Figure 1. Clock wiring as the flow saved it (run 1).
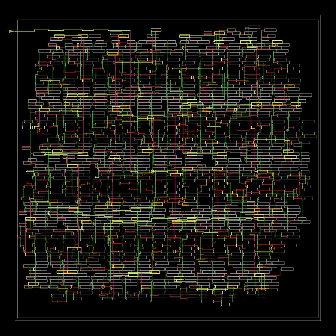
Figure 2. M3 wires (run 1).
Drawn at 1.5 px/um.
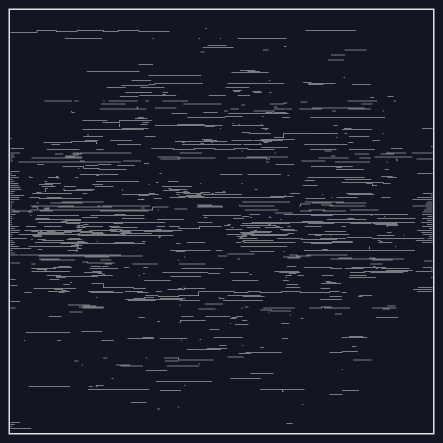
Figure 3. Metal layers overlaid (run 1).
Drawn at 1 px/um.
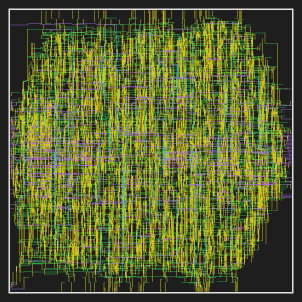
[config.mk]
export PLATFORM = sky130hd
export DESIGN_NAME = instr_cache
export DESIGN_NICKNAME = d
export VERILOG_FILES = /design/src/rtl/instr_cache.sv
export SDC_FILE = /design/constraint.sdc
export NUM_CORES = 1
export LEC_CHECK = 0
export ABC_AREA = 0
export CAP_MARGIN = 40
export CORE_MARGIN = 2
export CORE_UTILIZATION = 60
export DETAILED_ROUTE_END_ITERATION = 8
export PLACE_DENSITY = 0.88
export SETUP_SLACK_MARGIN = 0.2
export SYNTH_ARGS = -nofsm -noshare
export SYNTH_HDL_FRONTEND = slang
export SYNTH_SLANG_ARGS = --single-unit
[constraint.sdc]
create_clock -name CLK -period 16.95 [get_ports CLK]
set_input_delay 3.39 -clock CLK [delete_from_list [all_inputs] [get_ports CLK]]
set_output_delay 3.39 -clock CLK [all_outputs]
set_load 0.01 [all_outputs]
[src/rtl/instr_cache.sv]
// Direct-mapped read-only instruction cache with single-outstanding-miss block refill.
// Define ICACHE_STATS_EN to add saturating HIT_COUNT / MISS_COUNT ports.
module instr_cache #(
    parameter int unsigned ADDR_BITS   = 10,
    parameter int unsigned INDEX_BITS  = 3,
    parameter int unsigned BLOCK_WORDS = 4
) (
    input  logic                        CLK,
    input  logic                        RESET,
    input  logic [31:0]                 PC,
    output logic [31:0]                 INSTRUCTION,
    output logic                        BUSYWAIT,
    output logic                        MEM_READ,
    output logic [ADDR_BITS-5:0]        MEM_ADDRESS,
    input  logic [BLOCK_WORDS*32-1:0]   MEM_READDATA,
    input  logic                        MEM_BUSYWAIT
`ifdef ICACHE_STATS_EN
    ,
    output logic [15:0]                 HIT_COUNT,
    output logic [15:0]                 MISS_COUNT
`endif
);

    localparam int unsigned NumBlocks = 1 << INDEX_BITS;
    localparam int unsigned BlkBits   = ADDR_BITS - 4;
    localparam int unsigned TagBits   = ADDR_BITS - 4 - INDEX_BITS;
    localparam int unsigned LineBits  = BLOCK_WORDS * 32;

    typedef enum logic [1:0] {StIdle, StMemRead, StUpdate} state_e;

    state_e                state_q, state_d;
    logic [NumBlocks-1:0]  valid_q, valid_d;
    logic [TagBits-1:0]    tag_q  [NumBlocks];
    logic [TagBits-1:0]    tag_d  [NumBlocks];
    logic [LineBits-1:0]   data_q [NumBlocks];
    logic [LineBits-1:0]   data_d [NumBlocks];
    logic [BlkBits-1:0]    addr_q, addr_d;
    logic [LineBits-1:0]   line_q, line_d;
    logic [31:0]           instr_q, instr_d;

    logic [1:0]            pc_offset;
    logic [INDEX_BITS-1:0] pc_index;
    logic [TagBits-1:0]    pc_tag;
    logic                  hit;
    logic [31:0]           hit_word;
    logic [INDEX_BITS-1:0] fill_index;
    logic [TagBits-1:0]    fill_tag;
    logic                  unused_pc;

    assign pc_offset  = PC[3:2];
    assign pc_index   = PC[3+INDEX_BITS:4];
    assign pc_tag     = PC[ADDR_BITS-1:4+INDEX_BITS];
    assign unused_pc  = ^{PC[31:ADDR_BITS], PC[1:0]};

    assign hit        = valid_q[pc_index] && (tag_q[pc_index] == pc_tag);
    assign hit_word   = data_q[pc_index][{pc_offset, 5'b0} +: 32];
    assign fill_index = addr_q[INDEX_BITS-1:0];
    assign fill_tag   = addr_q[BlkBits-1:INDEX_BITS];

    always_comb begin
        state_d     = state_q;
        valid_d     = valid_q;
        tag_d       = tag_q;
        data_d      = data_q;
        addr_d      = addr_q;
        line_d      = line_q;
        instr_d     = instr_q;
        INSTRUCTION = instr_q;
        BUSYWAIT    = 1'b0;
        MEM_READ    = 1'b0;
        MEM_ADDRESS = '0;

        unique case (state_q)
            StIdle: begin
                if (hit) begin
                    INSTRUCTION = hit_word;
                    instr_d     = hit_word;
                end else begin
                    BUSYWAIT = 1'b1;
                    addr_d   = {pc_tag, pc_index};
                    state_d  = StMemRead;
                end
            end
            StMemRead: begin
                BUSYWAIT    = 1'b1;
                MEM_READ    = 1'b1;
                MEM_ADDRESS = addr_q;
                if (!MEM_BUSYWAIT) begin
                    line_d  = MEM_READDATA;
                    state_d = StUpdate;
                end
            end
            StUpdate: begin
                BUSYWAIT            = 1'b1;
                valid_d[fill_index] = 1'b1;
                tag_d[fill_index]   = fill_tag;
                data_d[fill_index]  = line_q;
                state_d             = StIdle;
            end
            default: state_d = StIdle;
        endcase

        // The CPU must never stall while the cache is being reset.
        if (!RESET) begin
            BUSYWAIT = 1'b0;
        end
    end

    always_ff @(posedge CLK) begin
        if (!RESET) begin
            state_q <= StIdle;
            valid_q <= '0;
            addr_q  <= '0;
            line_q  <= '0;
            instr_q <= '0;
        end else begin
            state_q <= state_d;
            valid_q <= valid_d;
            addr_q  <= addr_d;
            line_q  <= line_d;
            instr_q <= instr_d;
        end
    end

    // Payload arrays need no reset; gating on RESET keeps an abandoned fill from writing.
    always_ff @(posedge CLK) begin
        if (RESET) begin
            tag_q  <= tag_d;
            data_q <= data_d;
        end
    end

`ifdef ICACHE_STATS_EN
    logic [15:0] hit_count_q, hit_count_d;
    logic [15:0] miss_count_q, miss_count_d;

    always_comb begin
        hit_count_d  = hit_count_q;
        miss_count_d = miss_count_q;
        if (state_q == StIdle) begin
            if (hit && hit_count_q != 16'hFFFF) begin
                hit_count_d = hit_count_q + 16'd1;
            end
            if (!hit && miss_count_q != 16'hFFFF) begin
                miss_count_d = miss_count_q + 16'd1;
            end
        end
    end

    always_ff @(posedge CLK) begin
        if (!RESET) begin
            hit_count_q  <= '0;
            miss_count_q <= '0;
        end else begin
            hit_count_q  <= hit_count_d;
            miss_count_q <= miss_count_d;
        end
    end

    assign HIT_COUNT  = hit_count_q;
    assign MISS_COUNT = miss_count_q;
`endif

endmodule

==> Slide: Implementation Results, run 1 <==
Run Summary

Clocking
  • Buffers inserted by post-CTS timing repair: 0
  • CTS clk-pin slew, worst paths: 0.06 ns
  • H-Tree Depth: 3
  • Clock Latency Late Sink: between 0.6 and 0.7 ns

Finish
  • Most flop-heavy register: data_q
  • Biggest regs: data_q: 1024 flops, line_q: 128 flops, instr_q: 32 flops
  • Fillers: approximately 4.3k
  • Leading cell kind: flip-flops and latches
  • Seq_cells: approximately 1.2k
  • Most used logic cell in the final layout: edfxtp_1
  • Comb/total area: 0.203
  • Final-stage net count: 2611
  • Flop share of the area: 0.659
  • Fin util: 0.697

Pwr
  • Sw frac: 0.208
  • Power Total: 6.19 mW
  • Total power divided by cell area: about 120 mW/mm^2
  • Leak: between 15 and 20 nW
  • Sequential share of power: 0.541
  • Internal power: 4.90 mW
  • Comb pwr: between 300 and 400 uW
  • Clk network pwr share: 0.409
  • Peak VDD IR: ~0.084 mV

Logic synthesis
  • Mean Syn Cell Area: slightly above 20 um^2
  • Xor/xnor share of the synthesized area: 0.000567
  • Mapped Cells: ~2.2k
  • Mapped Area: roughly 0.046 mm^2
  • Yosys warnings: 0
  • MUX area fraction: 0.176
  • Yosys cell count: between 2k and 2.5k
  • Yosys cell types: 30
  • Simple Share, Synth: 0.0295
  • FF+latch count, synth: around 1.2k
  • Post-synth seq share: 0.755

GRT
  • Routing usage on met2: 0.476
  • First-pass GRT wire length: 158000 um
  • Total track usage: 0.275
  • Initial antenna violation count: 1
  • GRT overflow: 0

Final timing
  • Final setup fails: 0
  • Final slew viol count: 0
  • Setup TNS Final: 0 ns
  • Fin crit share: 0.661
  • RSZ-0062 raised after global routing: false

Setup path
  • CP Launch Type: input port
  • Worst r2r src: state_q[0]$_SDFFE_PN0P_
  • Worst setup EP type: output port
  • Crit Path Max Fanout: about 120
  • Crit path DAT: 7.82 ns
  • Critical path type: in2out
  • Setup crit start: PC[5]
  • Slowest CP cell: buf_8

Placed design
  • # port buffers: around 180

Routing
  • Iteration-0 DRC count of the detailed router: 2599
  • WL met2: ~57000 um
  • Met3 WL: 9010 um

Run status
  • Status: finished, final reports clean

Die
  • Die W: 282 um
  • Die span in y: around 280 um

Hold path
  • HP Start: valid_q[2]$_SDFFE_PN0N_
-- Figure 1 (at the start) --
cts bufs inserted: 112
Setup Skew: 0.0204 ns
clock sink count: 1224
Clock Buffer Count: 163
clk pwr: 2.53 mW

-- Figure 2 (at the start) --
- longest straight run: 109 um
- nets with wire on the layer: 335
- share of all routed wire: 8.5%
- main direction: horizontal

-- Figure 3 (at the start) --
- M4: cyan (wire length 3330 um)
- M2: yellow (wire length 56.7 mm)
- M3: purple (wire length 9010 um)
- M1: green (wire length 37.5 mm)
Total Wirelength: 107000 um
routed via count: 22.9k

## run 1: critical path: cells and delay by family
| kind | cells | cell delay, ns |
|---|---|---|
| and+or+nand+nor | 2 | 0.27 |
| muxes | 3 | 1.44 |
| buffers and inverters | 5 | 2.32 |
## run 1: cell usage after synthesis
cell,n,share of area
buf_1,13,0.0011
mux4_2,325,0.16
nor2_1,9,0.00073
nor4b_2,1,0.00032
a21boi_0,128,0.021
nand2b_1,2,0.00027
nand2_1,265,0.021
nor2b_1,1,0.00014
mux2_2,62,0.015
buf_4,22,0.0036
o21ai_0,6,0.00065
nor3b_1,1,0.00016
a21o_1,8,0.0013
nand3b_1,1,0.00016
ha_1,5,0.0013
buf_2,9,0.00097
buf_6,6,0.0015
mux2i_1,16,0.0035
and2_1,38,0.0051
nor3_1,2,0.00022
a21oi_1,1,0.00011
xnor2_1,3,0.00057
o221a_2,1,0.00024
clkbuf_1,81,0.0066
or3b_2,1,0.00019
dfxtp_1,176,0.076
nand3_1,7,0.00076
edfxtp_1,1048,0.68
inv_1,4,0.00032
o41a_1,1,0.00024
## run 1: worst paths after layout
| check | end | slack [ns] | cells after the start |
|---|---|---|---|
| worst max-delay path | INSTRUCTION[20] | 5.74 | 10 |
| worst min-delay path | valid_q[2]$_SDFFE_PN0N_ | 0.47 | 1 |
| worst max register to register | data_q[631]$_DFFE_PP_ | 12.72 | 8 |
| worst min register to register | valid_q[2]$_SDFFE_PN0N_ | 0.47 | 1 |
## run 1: per-stage QoR
stage	hold WS (ns)	setup slack, ns	area (um^2)	cells
after floorplan	0.421	3.54	46400	2243
after detailed placement	0.446	5.80	49400	3359
final	0.465	5.74	53100	3572
after CTS	0.466	5.75	53100	3571
after global placement	0.427	5.60	49200	3347
after global routing	0.481	5.54	53100	3572
## Run 2: what changed since run 1
==> constraint.sdc (replaced) <==
create_clock -name CLK -period 11.2 [get_ports CLK]
set_input_delay 2.24 -clock CLK [delete_from_list [all_inputs] [get_ports CLK]]
set_output_delay 2.24 -clock CLK [all_outputs]
set_load 0.01 [all_outputs]
Figure 4. Clock wiring as the flow saved it (run 2).
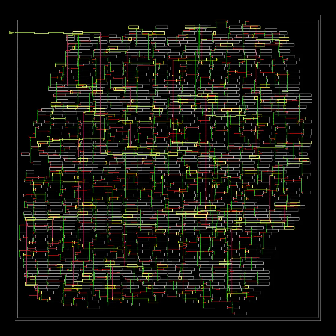
Setup Skew: 0.0294 ns
clk pwr: 3.87 mW
seq_cells: 1224
Clock Latency Late Sink: 0.69 ns
Clock Buffer Count: 146

==> run 2 against run 1 <==
  * Via count fell by 0.27%
  * Setup slack got worse by 2.9 ns
  * Largest cell class unchanged
  * Non-clock buffer count rose by 9
  * Wire length fell by 0.21%
  * Clock-buffer cell count fell by 17
  * Flip-flop count did not move
  * Global-route usage barely moved
  * Clock power rose by 53%
  * Hold slack got worse by 0.0019 ns
  * Register-to-register slack got worse by 4.5 ns
  * Critical path type unchanged
  * Critical path depth fell by 3
==> Slide: Implementation Results, run 2 <==
Run Summary

Finish
  • Most used logic cell in the final layout: edfxtp_1
  • Fin util: 0.700 (+0.00340)
  • Final-stage net count: 2620 (+0.34%)
  • Synth-to-Final Area Change: 15.2%
  • Share of cells above drive strength 1: 0.249
  • Fillers: 4149 (-2.5%)
  • Max FFs per register: ~1k
  • Fin cells: 3581 (+0.25%)
  • Ant. Diodes: 0
  • Most flop-heavy register: data_q
  • Biggest regs: data_q: 1024 flops, line_q: 128 flops, instr_q: 32 flops
  • Design Area, Final: 0.0534 mm^2 (+0.49%)
  • Top Layout Cells: edfxtp_1 (1048), mux4_2 (325), nand2_1 (265)

GRT
  • Total track usage: 0.275 (+0.000464)
  • GR peak layer: met2
  • Vias in the first global route: 24.1k
  • Met3 usage: 0.0374
  • GRT overflow: 0 (unchanged)
  • Pin count of the biggest net entering global routing: between 100 and 150
  • Routing usage on met2: 0.472 (-0.00466)
  • Initial antenna violation count: 1 (unchanged)
  • First-pass GRT wire length: 158000 um (-0.15%)

Logic synthesis
  • Yosys warnings: 0 (unchanged)
  • Top-count cell post-synth: edfxtp_1
  • Area share, top type: 0.679 (unchanged)
  • Mean Syn Cell Area: 20.7 um^2 (unchanged)
  • Top cell type by total area after synthesis: edfxtp_1
  • Mapped Area: 0.0464 mm^2 (unchanged)
  • Synthesis area per yosys: roughly 0.046 mm^2
  • Main flop type: edfxtp_1
  • Top area cell types: edfxtp_1 (68%), mux4_2 (16%), dfxtp_1 (7.6%)
  • Yosys cell count: 2243 (unchanged)
  • Post-synth net total: between 2k and 2.5k
  • Post-synth seq share: 0.755 (unchanged)
  • Number of enable flip-flop cells: 1048 (unchanged)
  • Yosys cell types: 30 (unchanged)
  • Top cells by count: edfxtp_1 (1048), mux4_2 (325), nand2_1 (265)
  • Synth async-reset ratio: 0 (unchanged)
  • FF+latch count, synth: 1224 (unchanged)
  • Mapped Cells: 2243 (unchanged)

Clocking
  • CTS clk-pin slew, worst paths: 0.06 ns (about the same)
  • Buffers inserted by post-CTS timing repair: 0 (unchanged)
  • Cts hold-fix bufs: 0
  • Post-CTS sizing: 0
  • Clock sink count: 1224 (unchanged)
  • Cts bufs inserted: 112 (unchanged)
  • CTS Buffer Depth: 3
  • H-Tree Depth: 3 (unchanged)

Final timing
  • RSZ-0062 raised after global routing: false
  • Fin crit share: 0.748
  • Min cycle time layout: roughly 8.4 ns
  • Final setup fails: 0 (unchanged)
  • Hold slack: 0.463 ns (-0.00195 ns)
  • Worst Slack Setup Final: 2.83 ns (-2.91 ns)
  • Final slew viol count: 0 (unchanged)
  • Setup TNS Final: 0 ns (unchanged)

Routing
  • Iteration-0 DRC count of the detailed router: 2714 (+4.4%)
  • Routed length per instance: a little under 30 um
  • Routed via count: 22.8k (-0.27%)
  • # DRC: 0
  • Total Wirelength: 106000 um (-0.21%)
  • Post-DR vias/cell: approximately 6.4
  • First-pass iteration count of the detailed router: 5
  • Routed Antenna Nets: 0

Setup path
  • R2r endpoint: line_q[114]$_SDFFE_PN0P_
  • Crit path DAT: 6.13 ns (-1.69 ns)
  • R2R cell count: 7 (-1)
  • Worst R2R Setup Slack: 8.27 ns (-4.45 ns)
  • Setup crit start: PC[5]
  • CP Launch Type: input port
  • Worst setup EP type: output port
  • Critical path type: in2out
  • Worst r2r src: state_q[1]$_SDFFE_PN0P_
  • Req. time, crit path: around 9.0 ns
  • Crit Path Max Fanout: 111 (-7.5%)

Pwr
  • Power Total: 9.41 mW (+52%)
  • Total power divided by cell area: 176 mW/mm^2 (+51%)
  • Leak: 17.8 nW (+0.68%)
  • Peak VDD IR: 0.141 mV (+68%)

Placed design
  • Final HPWL DP: around 57000 um
  • Placed cell count: 3368 (+0.27%)
  • Post-place setup slack: 2.93 ns (-2.87 ns)
  • # port buffers: 178 (unchanged)
  • Cell area after placement: 0.0496 mm^2 (+0.40%)

Hold path
  • Hold-critical path endpoint: valid_q[6]$_SDFFE_PN0N_
  • Worst hold path type: reg2reg
  • Worst hold stages: 1 (unchanged)
  • HP Start: valid_q[6]$_SDFFE_PN0N_

Die
  • Die W: 282 um (unchanged)
  • Die span in y: 282 um (unchanged)

Run status
  • Status: finished, final reports clean

Run
  • Log Warnings: about 65
## run 2: cell counts after synthesis
Identical to the previous run, type by type.
## run 2: power breakdown
group | leakage [nW] | switching [mW] | internal (mW)
Sequential | 11.6 | 0.0731 | 5.00
Combinational | 4.36 | 0.242 | 0.224
Clock | 1.84 | 1.67 | 2.20
## run 2: per-layer routing
metal / up-vias / part of all wire
met3: 217 / 0.078
met1: 11900 / 0.36
met5: - / 0
met4: 0 / 0.040
li1: 9451 / -
met2: 1288 / 0.52
## run 2: worst max-delay path: stages
cell and delay (ns):
buf_8 0.61, buf_4 0.85, mux4_2 0.44, mux4_2 0.52, mux2_2 0.31, mux2_2 0.31
clkdlybuf4s50_1 0.60
## run 2: kinds of logic (layout without fill, tap and decap cells)
kind of cell               after synthesis  in the layout  share of synthesized area
AOI/OAI and AO/OA                      145            145                     0.0233
xor gates and xnor gates                 3              3                   0.000567
adders and majority gates                5              5                    0.00135
buffers and inverters                  135            443                     0.0139
DFF                                   1224           1224                      0.755
muxes                                  403            403                      0.176
and+or+nand+nor                        328            328                     0.0295
## run 2: how the worst max path moves through the flow
stage	end	slack, ns	depth (start not counted)
after CTS	INSTRUCTION[19]	2.85	7
final	INSTRUCTION[19]	2.83	7
after floorplan	data_q[1000]$_DFFE_PP_	2.20	3
after global placement	INSTRUCTION[6]	2.89	7
after global routing	INSTRUCTION[3]	2.77	7
after detailed placement	INSTRUCTION[19]	2.93	7
## run 2: layout make-up
type,count,area [um^2],share of cell area
sequential,1224,35000,0.656
multi-input combinational,884,10800,0.202
clock buffer,146,3070,0.0576
timing repair buffer,226,2510,0.0470
tap,1030,1290,0.0241
clock inverter,67,693,0.0130
inverter,4,15.0,0.000281
## Run 3: what changed since run 2
--- a/config.mk
+++ b/config.mk
@@ -8,9 +8,9 @@
 export ABC_AREA = 0
 export CAP_MARGIN = 40
 export CORE_MARGIN = 2
-export CORE_UTILIZATION = 60
+export CORE_UTILIZATION = 54
 export DETAILED_ROUTE_END_ITERATION = 8
-export PLACE_DENSITY = 0.88
+export PLACE_DENSITY = 0.84
 export SETUP_SLACK_MARGIN = 0.2
 export SYNTH_ARGS = -nofsm -noshare
 export SYNTH_HDL_FRONTEND = slang
==> constraint.sdc (replaced) <==
create_clock -name CLK -period 7.6 [get_ports CLK]
set_input_delay 1.52 -clock CLK [delete_from_list [all_inputs] [get_ports CLK]]
set_output_delay 1.52 -clock CLK [all_outputs]
set_load 0.01 [all_outputs]
Figure 5. Metal layers overlaid (run 3).
Drawn at 1 px/um.
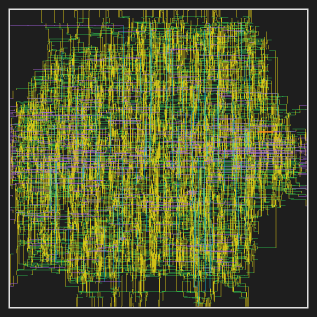
- M3: purple (wire length 8580 um)
- M2: yellow (wire length 55.4 mm)
- M5: orange (wire length 13.8 um)
- M1: green (wire length 37.8 mm)
- M4: cyan (wire length 3860 um)

==> run 3 against run 2 <==
  * Sequential power rose by 47%
  * Flip-flop count stayed put
  * Largest cell class unchanged
  * Wire length is 0.68% lower
  * Sequential share of layout area is essentially flat
  * Cell area hardly changed
  * Die size rose by 11%
  * Clock power up 52%
  * Global-route usage decreased by 3.4 points
  * Register-to-register slack got worse by 3.6 ns
  * Critical path depth stayed put
  * Highest routed layer is now met5
  * Final cell count is 3.0% higher
  * Largest power group unchanged
==> Slide: Implementation Results, run 3 <==
Run Summary

Run status
  • Status: finished, final reports clean

Run
  • Max Cap Viol: 0
  • Log Warnings: 66 (+1.5%)

Final timing
  • Setup TNS Final: 0 ns (unchanged)
  • Worst Slack Setup Final: 1.09 ns (-1.74 ns)
  • Relative slew slack: 0.343
  • RSZ-0062 raised after global routing: false
  • Tightest Pin Transition: a little under 1 ns
  • Final hold violation count: 0
  • Min cycle time layout: about 6.5 ns
  • Fin crit share: 0.857
  • Final setup fails: 0 (unchanged)
  • Setup Skew: 0.0268 ns (-0.00263 ns)
  • Final slew viol count: 0 (unchanged)
  • Peak Freq: around 150 MHz

Finish
  • Fin cells: 3687 (+3.0%)
  • Biggest regs: data_q: 1024 flops, line_q: 128 flops, instr_q: 32 flops
  • Top Layout Cells: edfxtp_1 (1048), mux4_2 (325), nand2_1 (265)
  • Share of cells above drive strength 1: 0.244 (-0.00463)
  • Most used logic cell in the final layout: edfxtp_1
  • Design Area, Final: 0.0534 mm^2 (about the same)
  • Most flop-heavy register: data_q
  • Max FFs per register: 1024 (unchanged)
  • Synth-to-Final Area Change: 15.2% (about the same)
  • Final-stage net count: 2610 (-0.38%)

Clocking
  • CTS root buf: clkbuf_16
  • Clock sink count: 1224 (unchanged)
  • CTS clk-pin slew, worst paths: 0.06 ns (about the same)
  • Cts hold-fix bufs: 0 (unchanged)
  • Post-CTS sizing: 0 (unchanged)
  • CTS tree: built
  • Cts bufs inserted: 112 (unchanged)
  • Clock Latency Late Sink: 0.69 ns (about the same)
  • Buffers inserted by post-CTS timing repair: 0 (unchanged)
  • H-Tree Depth: 3 (unchanged)
  • CTS Buffer Depth: 3 (unchanged)

GRT
  • Pin count of the biggest net entering global routing: 133 (+19%)
  • Vias in the first global route: 24.4k (+1.4%)
  • First-pass GRT wire length: 157000 um (-0.42%)
  • Total track usage: 0.242 (-0.0337)
  • Initial antenna violation count: 3 (+2)
  • GRT overflow: 0 (unchanged)

Logic synthesis
  • Main flop type: edfxtp_1
  • Top cells by count: edfxtp_1 (1048), mux4_2 (325), nand2_1 (265)
  • Top-count cell post-synth: edfxtp_1
  • Synthesis area per yosys: 0.0464 mm^2 (unchanged)
  • Area share, top type: 0.679 (unchanged)
  • Synth async-reset ratio: 0 (unchanged)
  • Yosys cell types: 30 (unchanged)
  • Top area cell types: edfxtp_1 (68%), mux4_2 (16%), dfxtp_1 (7.6%)
  • Mean Syn Cell Area: 20.7 um^2 (unchanged)
  • Mapped Cells: 2243 (unchanged)
  • Yosys cell count: 2243 (unchanged)
  • FF+latch count, synth: 1224 (unchanged)
  • Mapped Area: 0.0464 mm^2 (unchanged)
  • Top cell type by total area after synthesis: edfxtp_1
  • Post-synth net total: 2411 (unchanged)
  • Number of enable flip-flop cells: 1048 (unchanged)
  • Yosys warnings: 0 (unchanged)
  • Post-synth seq share: 0.755 (unchanged)

Setup path
  • Crit Path Max Fanout: 81 (-27%)
  • Worst R2R Setup Slack: 4.72 ns (-3.55 ns)
  • CP Launch Type: input port
  • Worst r2r src: state_q[0]$_SDFFE_PN0P_
  • Crit path DAT: 4.99 ns (-1.14 ns)
  • Worst setup EP type: output port
  • Req. time, crit path: 6.08 ns (-2.88 ns)
  • R2r endpoint: data_q[685]$_DFFE_PP_
  • Setup crit start: PC[5]
  • Worst setup path endpoint: INSTRUCTION[17]
  • Critical path type: in2out
  • R2R cell count: 5 (-2)

Pwr
  • Peak VDD IR: 0.214 mV (+52%)
  • Total power divided by cell area: 263 mW/mm^2 (+49%)
  • Power Total: 14.0 mW (+49%)
  • Leak: 17.7 nW (-0.38%)

Routing
  • WL met2: 55400 um (-0.37%)
  • Routed via count: 22.7k (-0.57%)
  • Iteration-0 DRC count of the detailed router: 2426 (-11%)
  • Total Wirelength: 106000 um (-0.68%)
  • First-pass iteration count of the detailed router: 6 (+1)
  • WL met1: 37800 um (-1.1%)
  • Top Layer Used: met5
  • Routed Antenna Nets: 0 (unchanged)
  • # DRC: 0 (unchanged)
  • Met3 WL: 8580 um (+3.6%)
  • Post-DR vias/cell: 6.16 (-3.4%)
  • Routed length per instance: 28.6 um (-3.5%)

Die
  • IO Pins: 203
  • Core area: 0.0851 mm^2
  • Die area: 0.0882 mm^2
  • Die span in y: 297 um (+5.3%)
  • Die W: 297 um (+5.3%)
  • Floorplan utilization: 0.544
  • Cell Rows: between 100 and 150

Hold path
  • Worst hold stages: 1 (unchanged)
  • Hold-critical path endpoint: valid_q[3]$_SDFFE_PN0N_
  • Worst hold path type: reg2reg
  • HP Start: valid_q[3]$_SDFFE_PN0N_

Placed design
  • Cell area after placement: 0.0495 mm^2 (-0.18%)
  • Final HPWL DP: 54500 um (-4.6%)
  • Post-place setup slack: 1.18 ns (-1.75 ns)
  • # port buffers: 178 (unchanged)
  • Placed cell count: 3472 (+3.1%)
run 3: netlist changes by cell type in the layout (fill, tap and decap cells not counted), moves of 4 or more:
cell       change
buf_12         +5
clkinv_4       -4
buf_16        -11
bufinv_16      +4
clkinv_2       -7
buf_4          -4
run 3: per-layer routing:
layer	global-route usage	up-vias
met5	0	-
met4	0.0905	2
met3	0.0470	213
met2	0.421	1154
met1	0.301	11900
li1	-	9434
run 3: cells by family after synthesis:
kind of cell | Yosys count | synth area share
DFF | 1224 | 0.755
muxes | 403 | 0.176
and+or+nand+nor | 328 | 0.0295
AOI/OAI and AO/OA | 145 | 0.0233
buffers and inverters | 135 | 0.0139
adders and majority gates | 5 | 0.00135
xor gates and xnor gates | 3 | 0.000567
run 3: metrics by stage:
| stage | util | hold WS, ns |
|---|---|---|
| after floorplan | - | 0.421 |
| after global routing | 0.627 | 0.476 |
| after detailed placement | 0.582 | 0.444 |
| final | 0.627 | 0.456 |
| after global placement | 0.581 | 0.427 |
| after CTS | 0.627 | 0.455 |
run 3: report_power, final:
part / switching, mW / leakage (nW) / internal, mW
clock: 2.47 / 1.89 / 3.41
combinational: 0.353 / 4.25 / 0.325
sequential: 0.107 / 11.6 / 7.36
total: 2.93 / 17.7 / 11.1
run 3: area by class of cell:
class	count	area (um^2)
diodes	1	2.50
clock buffers	152	3130
clock inverters	62	762
fillers	5514	31700
inverters	4	15.0
multi-input cells	884	10800
flip-flops and latches	1224	35000
well taps	1144	1430
repair buffers	216	2280
run 3: worst max-delay path, cell delays in order:
cell,delay [ns]
buf_8,0.47
buf_4,0.65
mux4_2,0.43
mux4_2,0.53
mux2_2,0.31
mux2_2,0.34
clkdlybuf4s50_1,0.51

==> layout pictures side by side <==
Clock distribution.
Drawn at 1.5 px/um.
shot_01.png
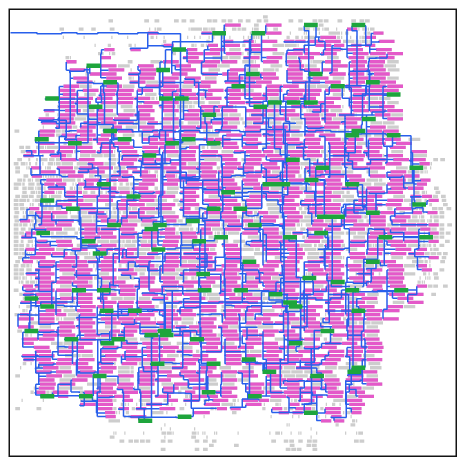
shot_02.png
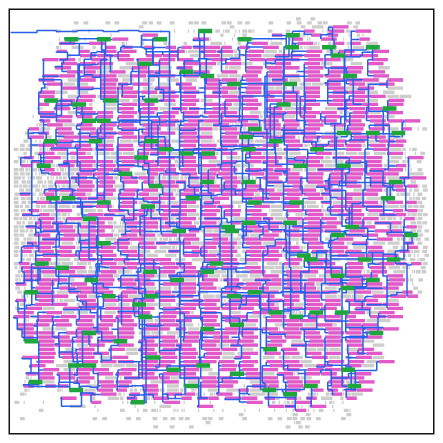
For run 1, see shot_02.png.
For run 3, see shot_01.png.

Key to shot_01.png:
- clock wires: blue (length 12900 um)
- flip-flops: magenta (count 1224)
- clock-net drivers: green (count 112)
- routed clock nets: 113
- flops lie: widely spread

Power and IR drop assume default switching activity.
